[config.mk]
export PLATFORM = sky130hd
export DESIGN_NAME = i2s_frame_scheduler_flat
export DESIGN_NICKNAME = d
export VERILOG_FILES = /design/src/rtl/i2s_frame_scheduler_pkg.sv /design/src/rtl/i2s_frame_scheduler_if.sv /design/src/rtl/i2s_frame_fifo.sv /design/src/rtl/i2s_frame_scheduler.sv /design/src/flat_wrapper.sv
export SDC_FILE = /design/constraint.sdc
export NUM_CORES = 1
export LEC_CHECK = 0
export CAP_MARGIN = 10
export CORE_ASPECT_RATIO = 1.5
export CORE_MARGIN = 3
export CORE_UTILIZATION = 50
export DETAILED_ROUTE_END_ITERATION = 16
export PLACE_DENSITY = 0.69
export SYNTH_ARGS = -nofsm -noshare
export SYNTH_HDL_FRONTEND = slang
export SYNTH_HIERARCHICAL = 1
export SYNTH_SLANG_ARGS = --single-unit
[constraint.sdc]
create_clock -name bclk -period 18.8 [get_ports bclk]
set_input_delay 5.64 -clock bclk [delete_from_list [all_inputs] [get_ports bclk]]
set_output_delay 5.64 -clock bclk [all_outputs]
set_load 0.05 [all_outputs]
[src/rtl/i2s_frame_scheduler_pkg.sv]
// Shared types for the I2S frame scheduler: FSM states, default sample width, stereo frame layout.
package i2s_pkg;

    localparam int SAMPLE_W_DEF = 24;

    typedef enum logic [1:0] {
        ST_IDLE = 2'd0,
        ST_FILL = 2'd1,
        ST_PLAY = 2'd2
    } state_e;

    typedef struct packed {
        logic [SAMPLE_W_DEF-1:0] left;
        logic [SAMPLE_W_DEF-1:0] right;
    } frame_t;

endpackage

[src/rtl/i2s_frame_scheduler_if.sv]
// Upstream frame handshake, transmitter pop/sample path and control/status of the frame scheduler.
interface i2s_frame_scheduler_if #(
    parameter int SAMPLE_W = i2s_pkg::SAMPLE_W_DEF,
    parameter int DEPTH    = 8
);
    localparam int LVL_W = $clog2(DEPTH) + 1;

    logic                enable;
    logic                in_valid;
    logic                in_ready;
    logic [SAMPLE_W-1:0] in_left;
    logic [SAMPLE_W-1:0] in_right;
    logic                next_sample;
    logic [SAMPLE_W-1:0] sample_left;
    logic [SAMPLE_W-1:0] sample_right;
    logic                playing;
    logic [LVL_W-1:0]    level;
    logic                underrun;
    logic                overrun;
    logic                clear_status;

    modport slave (
        input  enable, in_valid, in_left, in_right, next_sample, clear_status,
        output in_ready, sample_left, sample_right, playing, level, underrun, overrun
    );

    modport master (
        output enable, in_valid, in_left, in_right, next_sample, clear_status,
        input  in_ready, sample_left, sample_right, playing, level, underrun, overrun
    );

endinterface

[src/rtl/i2s_frame_fifo.sv]
// Synchronous register-array FIFO; read word is registered on pop (1-cycle latency).
// Push while full / pop while empty are ignored; flush and rd_clr zero the read register.
module i2s_frame_fifo #(
    parameter int WIDTH = 48,
    parameter int DEPTH = 8
) (
    input  logic                   clk,
    input  logic                   rst_n,
    input  logic                   flush_i,
    input  logic                   push_i,
    input  logic [WIDTH-1:0]       push_dat_i,
    input  logic                   pop_i,
    input  logic                   rd_clr_i,
    output logic [WIDTH-1:0]       pop_dat_o,
    output logic                   full_o,
    output logic                   empty_o,
    output logic [$clog2(DEPTH):0] level_o
);
    localparam int PTR_W = $clog2(DEPTH);
    localparam int LVL_W = PTR_W + 1;

    logic [WIDTH-1:0] mem_q [DEPTH];
    logic [PTR_W-1:0] wr_ptr_q, wr_ptr_d;
    logic [PTR_W-1:0] rd_ptr_q, rd_ptr_d;
    logic [LVL_W-1:0] level_q, level_d;
    logic [WIDTH-1:0] rd_dat_q, rd_dat_d;
    logic             do_push;
    logic             do_pop;

    assign full_o    = (level_q == LVL_W'(DEPTH));
    assign empty_o   = (level_q == '0);
    assign level_o   = level_q;
    assign pop_dat_o = rd_dat_q;

    assign do_push = push_i && !full_o && !flush_i;
    assign do_pop  = pop_i && !empty_o && !flush_i;

    always_comb begin
        wr_ptr_d = wr_ptr_q;
        rd_ptr_d = rd_ptr_q;
        level_d  = level_q;
        rd_dat_d = rd_dat_q;
        if (flush_i) begin
            wr_ptr_d = '0;
            rd_ptr_d = '0;
            level_d  = '0;
            rd_dat_d = '0;
        end else begin
            if (do_push) begin
                wr_ptr_d = wr_ptr_q + PTR_W'(1);
            end
            if (do_pop) begin
                rd_ptr_d = rd_ptr_q + PTR_W'(1);
            end
            case ({do_push, do_pop})
                2'b10:   level_d = level_q + LVL_W'(1);
                2'b01:   level_d = level_q - LVL_W'(1);
                default: level_d = level_q;
            endcase
            if (rd_clr_i) begin
                rd_dat_d = '0;
            end else if (do_pop) begin
                rd_dat_d = mem_q[rd_ptr_q];
            end
        end
    end

    always_ff @(posedge clk) begin
        if (!rst_n) begin
            wr_ptr_q <= '0;
            rd_ptr_q <= '0;
            level_q  <= '0;
            rd_dat_q <= '0;
        end else begin
            wr_ptr_q <= wr_ptr_d;
            rd_ptr_q <= rd_ptr_d;
            level_q  <= level_d;
            rd_dat_q <= rd_dat_d;
        end
    end

    // Storage needs no reset: a slot is only ever read after it was written.
    always_ff @(posedge clk) begin
        if (do_push) begin
            mem_q[wr_ptr_q] <= push_dat_i;
        end
    end

endmodule

[src/rtl/i2s_frame_scheduler.sv]
// Prefill / play / underrun-refill scheduler feeding one stereo frame per next_sample pulse, 1-cycle pop latency.
// in_ready = !full while running; the decoder cannot stall, so a refused frame is dropped and flags overrun.
module i2s_frame_scheduler
    import i2s_pkg::*;
#(
    parameter int SAMPLE_W    = SAMPLE_W_DEF,
    parameter int DEPTH       = 8,
    parameter int START_LEVEL = 4
) (
    input  logic                  bclk,
    input  logic                  rst_n,
    i2s_frame_scheduler_if.slave  bus
);
    localparam int FRAME_W = 2 * SAMPLE_W;
    localparam int LVL_W   = $clog2(DEPTH) + 1;
    localparam logic [LVL_W-1:0] START_LVL = LVL_W'(START_LEVEL);

    state_e             state_q, state_d;
    logic               underrun_q, underrun_d;
    logic               overrun_q, overrun_d;

    logic               fifo_full;
    logic               fifo_empty;
    logic [LVL_W-1:0]   fifo_level;
    logic [FRAME_W-1:0] fifo_rd_dat;

    logic               in_ready;
    logic               push;
    logic               pop;
    logic               flush;
    logic               rd_clr;
    logic               underrun_set;
    logic               overrun_set;

    always_comb begin
        state_d      = state_q;
        in_ready     = 1'b1;
        push         = 1'b0;
        pop          = 1'b0;
        flush        = 1'b0;
        rd_clr       = 1'b0;
        underrun_set = 1'b0;

        case (state_q)
            ST_IDLE: begin
                flush = 1'b1;
                state_d = ST_FILL;
            end
            ST_FILL: begin
                in_ready = !fifo_full;
                push     = bus.in_valid && in_ready;
                // Start only on a transmitter pulse so playback begins on a frame boundary.
                if (bus.next_sample && (fifo_level >= START_LVL)) begin
                    pop     = 1'b1;
                    state_d = ST_PLAY;
                end
            end
            ST_PLAY: begin
                in_ready = !fifo_full;
                push     = bus.in_valid && in_ready;
                if (bus.next_sample) begin
                    if (fifo_empty) begin
                        underrun_set = 1'b1;
                        rd_clr       = 1'b1;
                        state_d      = ST_FILL;
                    end else begin
                        pop = 1'b1;
                    end
                end
            end
            default: begin
                state_d = ST_IDLE;
            end
        endcase

        overrun_set = bus.in_valid && !in_ready;

        if (!bus.enable) begin
            state_d      = ST_IDLE;
            push         = 1'b0;
            pop          = 1'b0;
            rd_clr       = 1'b0;
            underrun_set = 1'b0;
            flush        = 1'b1;
        end

        underrun_d = underrun_set || (underrun_q && !bus.clear_status);
        overrun_d  = overrun_set  || (overrun_q  && !bus.clear_status);
    end

    always_ff @(posedge bclk) begin
        if (!rst_n) begin
            state_q    <= ST_IDLE;
            underrun_q <= 1'b0;
            overrun_q  <= 1'b0;
        end else begin
            state_q    <= state_d;
            underrun_q <= underrun_d;
            overrun_q  <= overrun_d;
        end
    end

    i2s_frame_fifo #(
        .WIDTH (FRAME_W),
        .DEPTH (DEPTH)
    ) u_fifo (
        .clk        (bclk),
        .rst_n      (rst_n),
        .flush_i    (flush),
        .push_i     (push),
        .push_dat_i ({bus.in_left, bus.in_right}),
        .pop_i      (pop),
        .rd_clr_i   (rd_clr),
        .pop_dat_o  (fifo_rd_dat),
        .full_o     (fifo_full),
        .empty_o    (fifo_empty),
        .level_o    (fifo_level)
    );

    // The FIFO read register doubles as the output register, keeping pop latency at one edge.
    assign bus.sample_left  = fifo_rd_dat[FRAME_W-1:SAMPLE_W];
    assign bus.sample_right = fifo_rd_dat[SAMPLE_W-1:0];
    assign bus.in_ready     = in_ready;
    assign bus.playing      = (state_q == ST_PLAY);
    assign bus.level        = fifo_level;
    assign bus.underrun     = underrun_q;
    assign bus.overrun      = overrun_q;

endmodule

[src/flat_wrapper.sv]
// flat-port wrapper written by rule: the top's interface ports become plain ports
module i2s_frame_scheduler_flat import i2s_pkg::*;
#(
    parameter int SAMPLE_W    = SAMPLE_W_DEF,
    parameter int DEPTH       = 8,
    parameter int START_LEVEL = 4
)
  (bclk, rst_n, bus_enable, bus_in_valid, bus_in_left, bus_in_right, bus_next_sample, bus_clear_status, bus_in_ready, bus_sample_left, bus_sample_right, bus_playing, bus_level, bus_underrun, bus_overrun);
  i2s_frame_scheduler_if #(.SAMPLE_W(SAMPLE_W), .DEPTH(DEPTH)) bus_i ();
  input  logic bclk;
  input  logic rst_n;
  input wire logic [$bits(bus_i.enable)-1:0] bus_enable;
  input wire logic [$bits(bus_i.in_valid)-1:0] bus_in_valid;
  input wire logic [$bits(bus_i.in_left)-1:0] bus_in_left;
  input wire logic [$bits(bus_i.in_right)-1:0] bus_in_right;
  input wire logic [$bits(bus_i.next_sample)-1:0] bus_next_sample;
  input wire logic [$bits(bus_i.clear_status)-1:0] bus_clear_status;
  output wire logic [$bits(bus_i.in_ready)-1:0] bus_in_ready;
  output wire logic [$bits(bus_i.sample_left)-1:0] bus_sample_left;
  output wire logic [$bits(bus_i.sample_right)-1:0] bus_sample_right;
  output wire logic [$bits(bus_i.playing)-1:0] bus_playing;
  output wire logic [$bits(bus_i.level)-1:0] bus_level;
  output wire logic [$bits(bus_i.underrun)-1:0] bus_underrun;
  output wire logic [$bits(bus_i.overrun)-1:0] bus_overrun;
  assign bus_i.enable = bus_enable;
  assign bus_i.in_valid = bus_in_valid;
  assign bus_i.in_left = bus_in_left;
  assign bus_i.in_right = bus_in_right;
  assign bus_i.next_sample = bus_next_sample;
  assign bus_i.clear_status = bus_clear_status;
  assign bus_in_ready = bus_i.in_ready;
  assign bus_sample_left = bus_i.sample_left;
  assign bus_sample_right = bus_i.sample_right;
  assign bus_playing = bus_i.playing;
  assign bus_level = bus_i.level;
  assign bus_underrun = bus_i.underrun;
  assign bus_overrun = bus_i.overrun;
  i2s_frame_scheduler #(.SAMPLE_W(SAMPLE_W), .DEPTH(DEPTH), .START_LEVEL(START_LEVEL)) u_core (.bclk(bclk), .rst_n(rst_n), .bus(bus_i));
endmodule
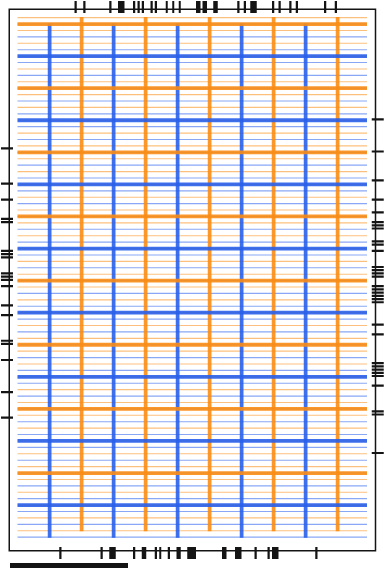
run_1/pdn.png
Bar = 50 um. Pins as bars on the die edge.
- blue: VSS
- orange: VDD
- signal pins: 110
- met4 straps: 10
Chip Width: 155 um
CORE AREA: 32600 um^2

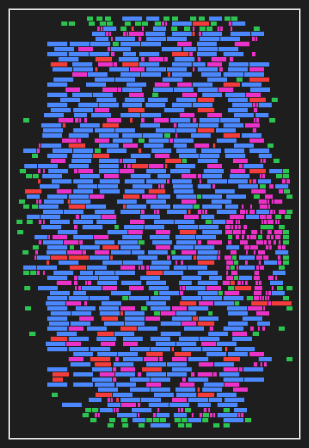
run_1/cell_classes.png
- red: clock drivers and dummy loads (cells 73)
- green: other buffers and delay cells (cells 125)
- magenta: all other logic (cells 340)
- blue: flip-flops (cells 446)
Finished Core Util: 59.7%
Final Cell Area: 19500 um^2
flop share of the area: 65.6%
# rows: 81

==> reports/summary.txt, run 1 <==
YS warnings: 6
TritonRoute pass-1 iters: 5
Final Hold Fails: 0
Wirelength, routed: 32700 um
Vias in the first global route: 8641
Status: completed
Flops after synth: 446
Min Tclk post-route: 8.25 ns
Worst Hold Class: reg2reg
H-tree Lvls: 2
Global-route wire length before repair: 50800 um
CTS root buffer: clkbuf_16
Total gr overflow: 0
Skew final: 0.0171 ns
DIE AREA: 35400 um^2
Crit-path cells: clkdlybuf4s50_1, or2b_1, inv_1, nand3_1, or2_2, nor2_4, buf_4
Avg Inst Size Synth: 19.9 um^2
Peak supply drop: 0.0709 mV
Clock tree from TritonCTS: done
Critical Path Start: bus_enable
Clock slew at reported path FFs: 0.06 ns
Most frequent logic cell in the layout: edfxtp_1
Count of boundary I/O pins: 110
Count of tool warnings: 29
Startpoint Class: input port
Largest net degree at the start of global routing: 52
CTS sink count: 446
Worst EP arrival: 8.41 ns
# hold bufs at CTS: 0
Post-Syn Area: 16600 um^2
Initial antenna violation count: 2
Dominant comb cell: multiplexers
Power per cell area: 99.0 nW/um^2
Simple share: 2.80%
CP Class: in2reg
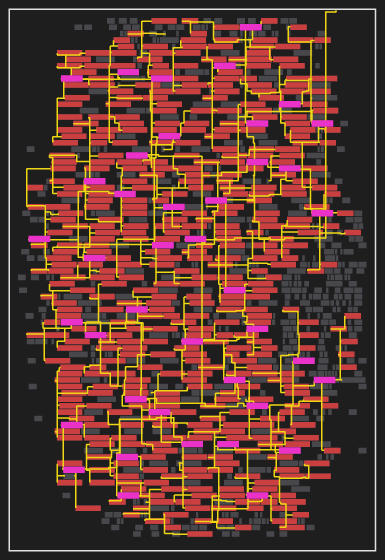
run_1/clock_map.png
- red: flip-flops (count 446)
- magenta: cells driving clock nets (count 41)
- yellow: clock wires (length 4550 um)
- flops lie: spread over the die
- routed clock nets: 42

-- run 1: registers in the layout, summed over array words and instances (netlist names) --
| signal | count |
|---|---|
| u_core/bus.underrun | 1 |
| u_core/bus.overrun | 1 |
| u_core/state_q | 2 |
| u_core/u_fifo/wr_ptr_q | 3 |
| u_core/u_fifo/rd_ptr_q | 3 |
| u_core/u_fifo/pop_dat_o | 48 |
| u_core/u_fifo/level_o | 4 |
| u_core/u_fifo/mem_q | 384 |
-- run 1: per-layer routing --
layer  share of wire (%)  global-route usage, %
met5                   0                      0
met4                 2.6                   6.02
met3                 5.0                   2.87
met2                  54                   32.7
met1                  39                   24.3
-- run 1: through the flow --
stage | power (mW) | cell area, um^2 | cells | setup slack (ns) | util [%]
after floorplan | 1.10 | 16600 | 831 | 8.55 | -
after detailed placement | 1.12 | 18100 | 1325 | 10.01 | 55.5
after CTS | 1.95 | 19500 | 1398 | 10.56 | 59.6
final | 1.93 | 19500 | 1401 | 10.55 | 59.7
after global placement | 1.12 | 18100 | 1325 | 10.03 | 55.5
after global routing | 1.99 | 19500 | 1401 | 10.41 | 59.7
-- run 1: worst reg2reg max path, cell delays in order (launching register included) --
cell     delay (ns)
dfxtp_1        0.49
or4b_1         0.29
inv_1          0.10
and4b_1        0.36
nand3_1        0.14
or2_2          0.40
nor2_4         0.50
buf_4          0.59
-- run 1: area by class of cell --
class,instances,area [um^2],share of cell area (%)
Sequential cell,446,12800,65.6
Multi-Input combinational cell,330,3560,18.3
Timing Repair Buffer,125,1220,6.28
Clock buffer,50,1100,5.66
Tap cell,415,519,2.67
Clock inverter,23,253,1.30
Inverter,10,37.5,0.193
Antenna cell,2,5.00,0.0257
run_1/final_congestion.png
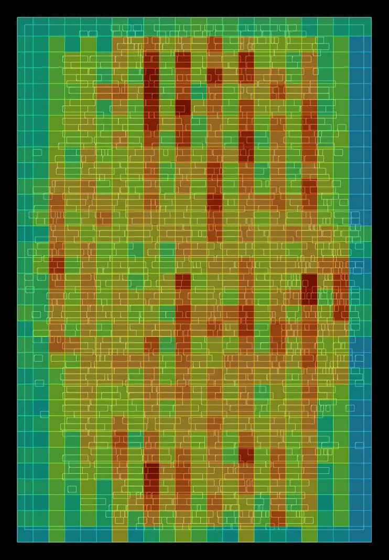

==> run 2, diff against run 1 <==
==> constraint.sdc (replaced) <==
create_clock -name bclk -period 7.7 [get_ports bclk]
set_input_delay 2.31 -clock bclk [delete_from_list [all_inputs] [get_ports bclk]]
set_output_delay 2.31 -clock bclk [all_outputs]
set_load 0.05 [all_outputs]
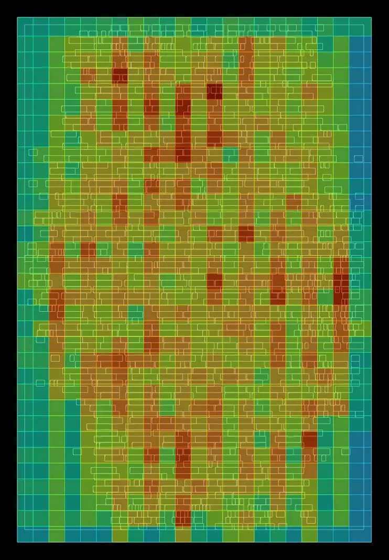
run_2/final_congestion.png
Finished Core Util: 59.5%
WL per Instance: 23.0 um

==> run 2 against run 1 <==
  * Non-clock buffer count unchanged
  * Synthesized cell count unchanged
  * Critical endpoint is now u_core/u_fifo/mem_q[3][4]$_DFFE_PP_
  * Combinational power grew to 2.5 times the previous value
  * Largest power group unchanged
  * Synthesized area stayed put
  * Sequential share of layout area grew 0.25 points
  * Clock skew hardly changed
  * Via count up 0.13%
  * Highest routed layer unchanged
  * First-iteration DRC count down 5.5%
  * Sequential cell count is the same
  * Power up 140%
==> reports/summary.txt, run 2 <==
Count of boundary I/O pins: 110 (unchanged)
Overall power: 4.60 mW (+140%)
Setup WS post-layout: 2.64 ns (-7.92 ns)
Min Tclk post-route: 5.06 ns
CP Class: in2reg
# hold bufs at CTS: 0 (unchanged)
Largest net degree at the start of global routing: 61 (+17%)
Most frequent logic cell in the layout: edfxtp_1
CTS sink count: 446 (unchanged)
Status: completed
CTS root buffer: clkbuf_16
YS warnings: 6 (unchanged)
Cell count after placement: 1325 (unchanged)
Clock tree from TritonCTS: done
Max FFs per register: 384 (unchanged)
Worst Hold Class: reg2reg
Pre-CTS setup slack: 2.08 ns (-7.93 ns)
Biggest register: u_core/u_fifo/mem_q
TritonRoute pass-1 iters: 4 (-1)
Avg Inst Size Synth: 19.9 um^2 (unchanged)
Count of tool warnings: 29 (unchanged)
Flops after synth: 446 (unchanged)
Power per cell area: 237 nW/um^2 (+140%)
Area after DPL: 18100 um^2 (about the same)
[run 2: cell count changes in the layout (fill, tap and decap cells not counted), moves of 2 or more]
cell        delta
clkbuf_16      -2
clkinv_2       -3
clkinvlp_4     +2
clkbuf_1       +5
bufinv_16      -3
clkbuf_8       +3
[run 2: layout make-up]
cell class,instances,area (um^2)
well taps,415,519
flip-flops and latches,446,12800
repair buffers,125,1240
diodes,1,2.50
inverters,10,37.5
fillers,2337,13200
clock inverters,18,151
clock buffers,56,1110
multi-input cells,330,3560
[run 2: where the power goes]
part           leakage, nW  internal (mW)  total (mW)  switching [mW]
registers             3.95           2.62        2.62        0.000667
logic                 1.47         0.0280      0.0643          0.0363
clock network        0.615           1.08        1.91           0.829
total                 6.03           3.73        4.60           0.866
[run 2: per-layer routing]
metal	GRT usage, %	up-vias	share of wire (%)
li1	-	3622	-
met1	24.0	4307	40
met2	33.4	198	54
met3	2.97	38	4.6
met4	5.39	0	1.9
met5	0	-	0
[run 2: cells by family after synthesis]
logic type | after synthesis | share of synthesized area, %
compound gates | 114 | 4.02
xor+xnor | 6 | 0.317
fa+ha+maj | 10 | 0.800
buf+inv | 55 | 1.91
flops | 446 | 77.1
mux | 97 | 13.1
simple gates | 103 | 2.80
[run 2: worst paths after layout]
kind / startpoint / endpoint / slack, ns / depth (start not counted)
worst max register to register: u_core/u_fifo/level_o[0]$_SDFFE_PP0P_ / u_core/u_fifo/mem_q[3][4]$_DFFE_PP_ / 4.27 / 7
worst min-delay path: u_core/bus.overrun$_SDFF_PN0_ / u_core/bus.overrun$_SDFF_PN0_ / 0.50 / 2
worst min register to register: u_core/bus.overrun$_SDFF_PN0_ / u_core/bus.overrun$_SDFF_PN0_ / 0.50 / 2
worst max-delay path: bus_enable / u_core/u_fifo/mem_q[3][4]$_DFFE_PP_ / 2.64 / 7
run_2/cell_classes.png
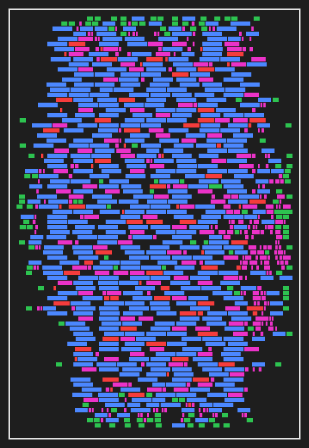

==> run 3, diff against run 2 <==
==> constraint.sdc (replaced) <==
create_clock -name bclk -period 5.1 [get_ports bclk]
set_input_delay 1.53 -clock bclk [delete_from_list [all_inputs] [get_ports bclk]]
set_output_delay 1.53 -clock bclk [all_outputs]
set_load 0.05 [all_outputs]
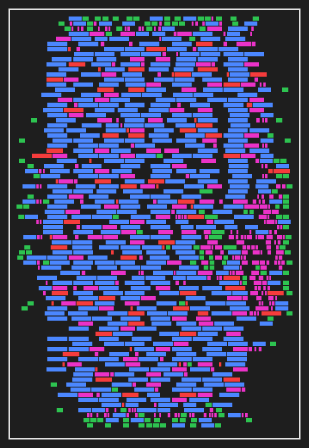
run_3/cell_classes.png
- red: clock drivers and dummy loads (cells 74)
- blue: flip-flops (cells 446)
- magenta: all other logic (cells 340)
- green: other buffers and delay cells (cells 130)

==> run 3 against run 2 <==
  * Global-route usage decreased by 0.49 points
  * Sequential cell count is the same
  * Design area grew 0.88%
  * Via count is 0.64% lower
  * Worst hold slack lost 0.0086 ns
  * Sequential share of layout area fell by 0.58 points
  * Utilization is 0.53 points higher
  * Synthesized area unchanged
  * Clock-buffer cell count down 4
  * Largest power group unchanged
==> reports/summary.txt, run 3 <==
Grt met1 use: 24.2% (+0.20 points)
Cell count after placement: 1331 (+0.45%)
Avg Inst Size Synth: 19.9 um^2 (unchanged)
Worst Hold Class: reg2reg
Met2 layer wire length in the routed design: 17100 um (-1.5%)
Clock tree from TritonCTS: done
Overall power: 7.11 mW (+55%)
CTS root buffer: clkbuf_16
Adder Area Share: 0.800% (unchanged)
Met3 wire len: 1710 um (+15%)
Max FFs per register: 384 (unchanged)
TritonRoute pass-1 iters: 4 (unchanged)
CTS sink count: 446 (unchanged)
Post-Synth AOI/OAI Area: 4.02% (unchanged)
Grt peak-use layer: met2
Clock share of power: 43.0% (+1.4 points)
Dominant comb cell: multiplexers
WL per Instance: 22.9 um (-0.67%)
# hold bufs at CTS: 0 (unchanged)
YS warnings: 6 (unchanged)
Met2 Usage GRT: 32.3% (-1.1 points)
Largest net degree at the start of global routing: 75 (+23%)
Status: completed
Highest layer used for signal routing: met5
Most frequent logic cell in the layout: edfxtp_1
Gate power share: 1.3% (about the same)
Finished Core Util: 60.0% (+0.53 points)
Switch Pwr: 1.30 mW (+50%)
DRT met1 WL: 12800 um (+0.23%)
Power per cell area: 363 nW/um^2 (+53%)
Int Power: 5.81 mW (+56%)
Synth mux share: 13.1% (unchanged)
XOR Share, Synth: 0.317% (unchanged)
Count of boundary I/O pins: 110 (unchanged)
run 3: cell counts after synthesis:
Identical to the previous run, type by type.
run 3: final timing paths:
| check | from | endpoint | slack, ns | cells after the start |
|---|---|---|---|---|
| hold reg to reg | u_core/bus.overrun$_SDFF_PN0_ | u_core/bus.overrun$_SDFF_PN0_ | 0.49 | 2 |
| setup reg to reg | u_core/u_fifo/level_o[0]$_SDFFE_PP0P_ | u_core/u_fifo/mem_q[4][23]$_DFFE_PP_ | 2.23 | 6 |
| setup / recovery | u_core/u_fifo/level_o[0]$_SDFFE_PP0P_ | bus_in_ready | 1.09 | 4 |
| hold / removal | u_core/bus.overrun$_SDFF_PN0_ | u_core/bus.overrun$_SDFF_PN0_ | 0.49 | 2 |
run 3: per-stage QoR:
stage / cell area (um^2) / worst slack, ns
3_5_place_dp: 18200 / 0.791
5_1_grt: 19600 / 0.960
2_1_floorplan: 16600 / 0.249
6_report: 19600 / 1.09
3_3_place_gp: 18200 / 0.859
4_1_cts: 19600 / 1.05
run 3: cell type report:
class | instances | area (um^2)
fill | 2316 | 13100
clock buffer | 52 | 1090
inverter | 10 | 37.5
antenna | 1 | 2.50
sequential | 446 | 12800
clock inverter | 22 | 267
multi-input combinational | 330 | 3570
timing repair buffer | 130 | 1310
tap | 415 | 519
run 3: power by group through the flow:
stage / Sequential, mW / Combinational (mW) / Clock [mW]
6_report: 3.96 / 0.0948 / 3.06
5_1_grt: 3.95 / 0.104 / 3.27
4_1_cts: 3.95 / 0.0965 / 3.14
3_5_place_dp: 4.03 / 0.0962 / 0
3_3_place_gp: 4.03 / 0.0926 / 0
2_1_floorplan: 4.04 / 0.0112 / 0
run 3: worst min-delay path, stage by stage, from the launching register on:
cell and delay (ns):
dfxtp_1 0.31, nand2b_1 0.06, a21boi_0 0.07
No activity file was given, so power comes from the tool's default toggle rates.
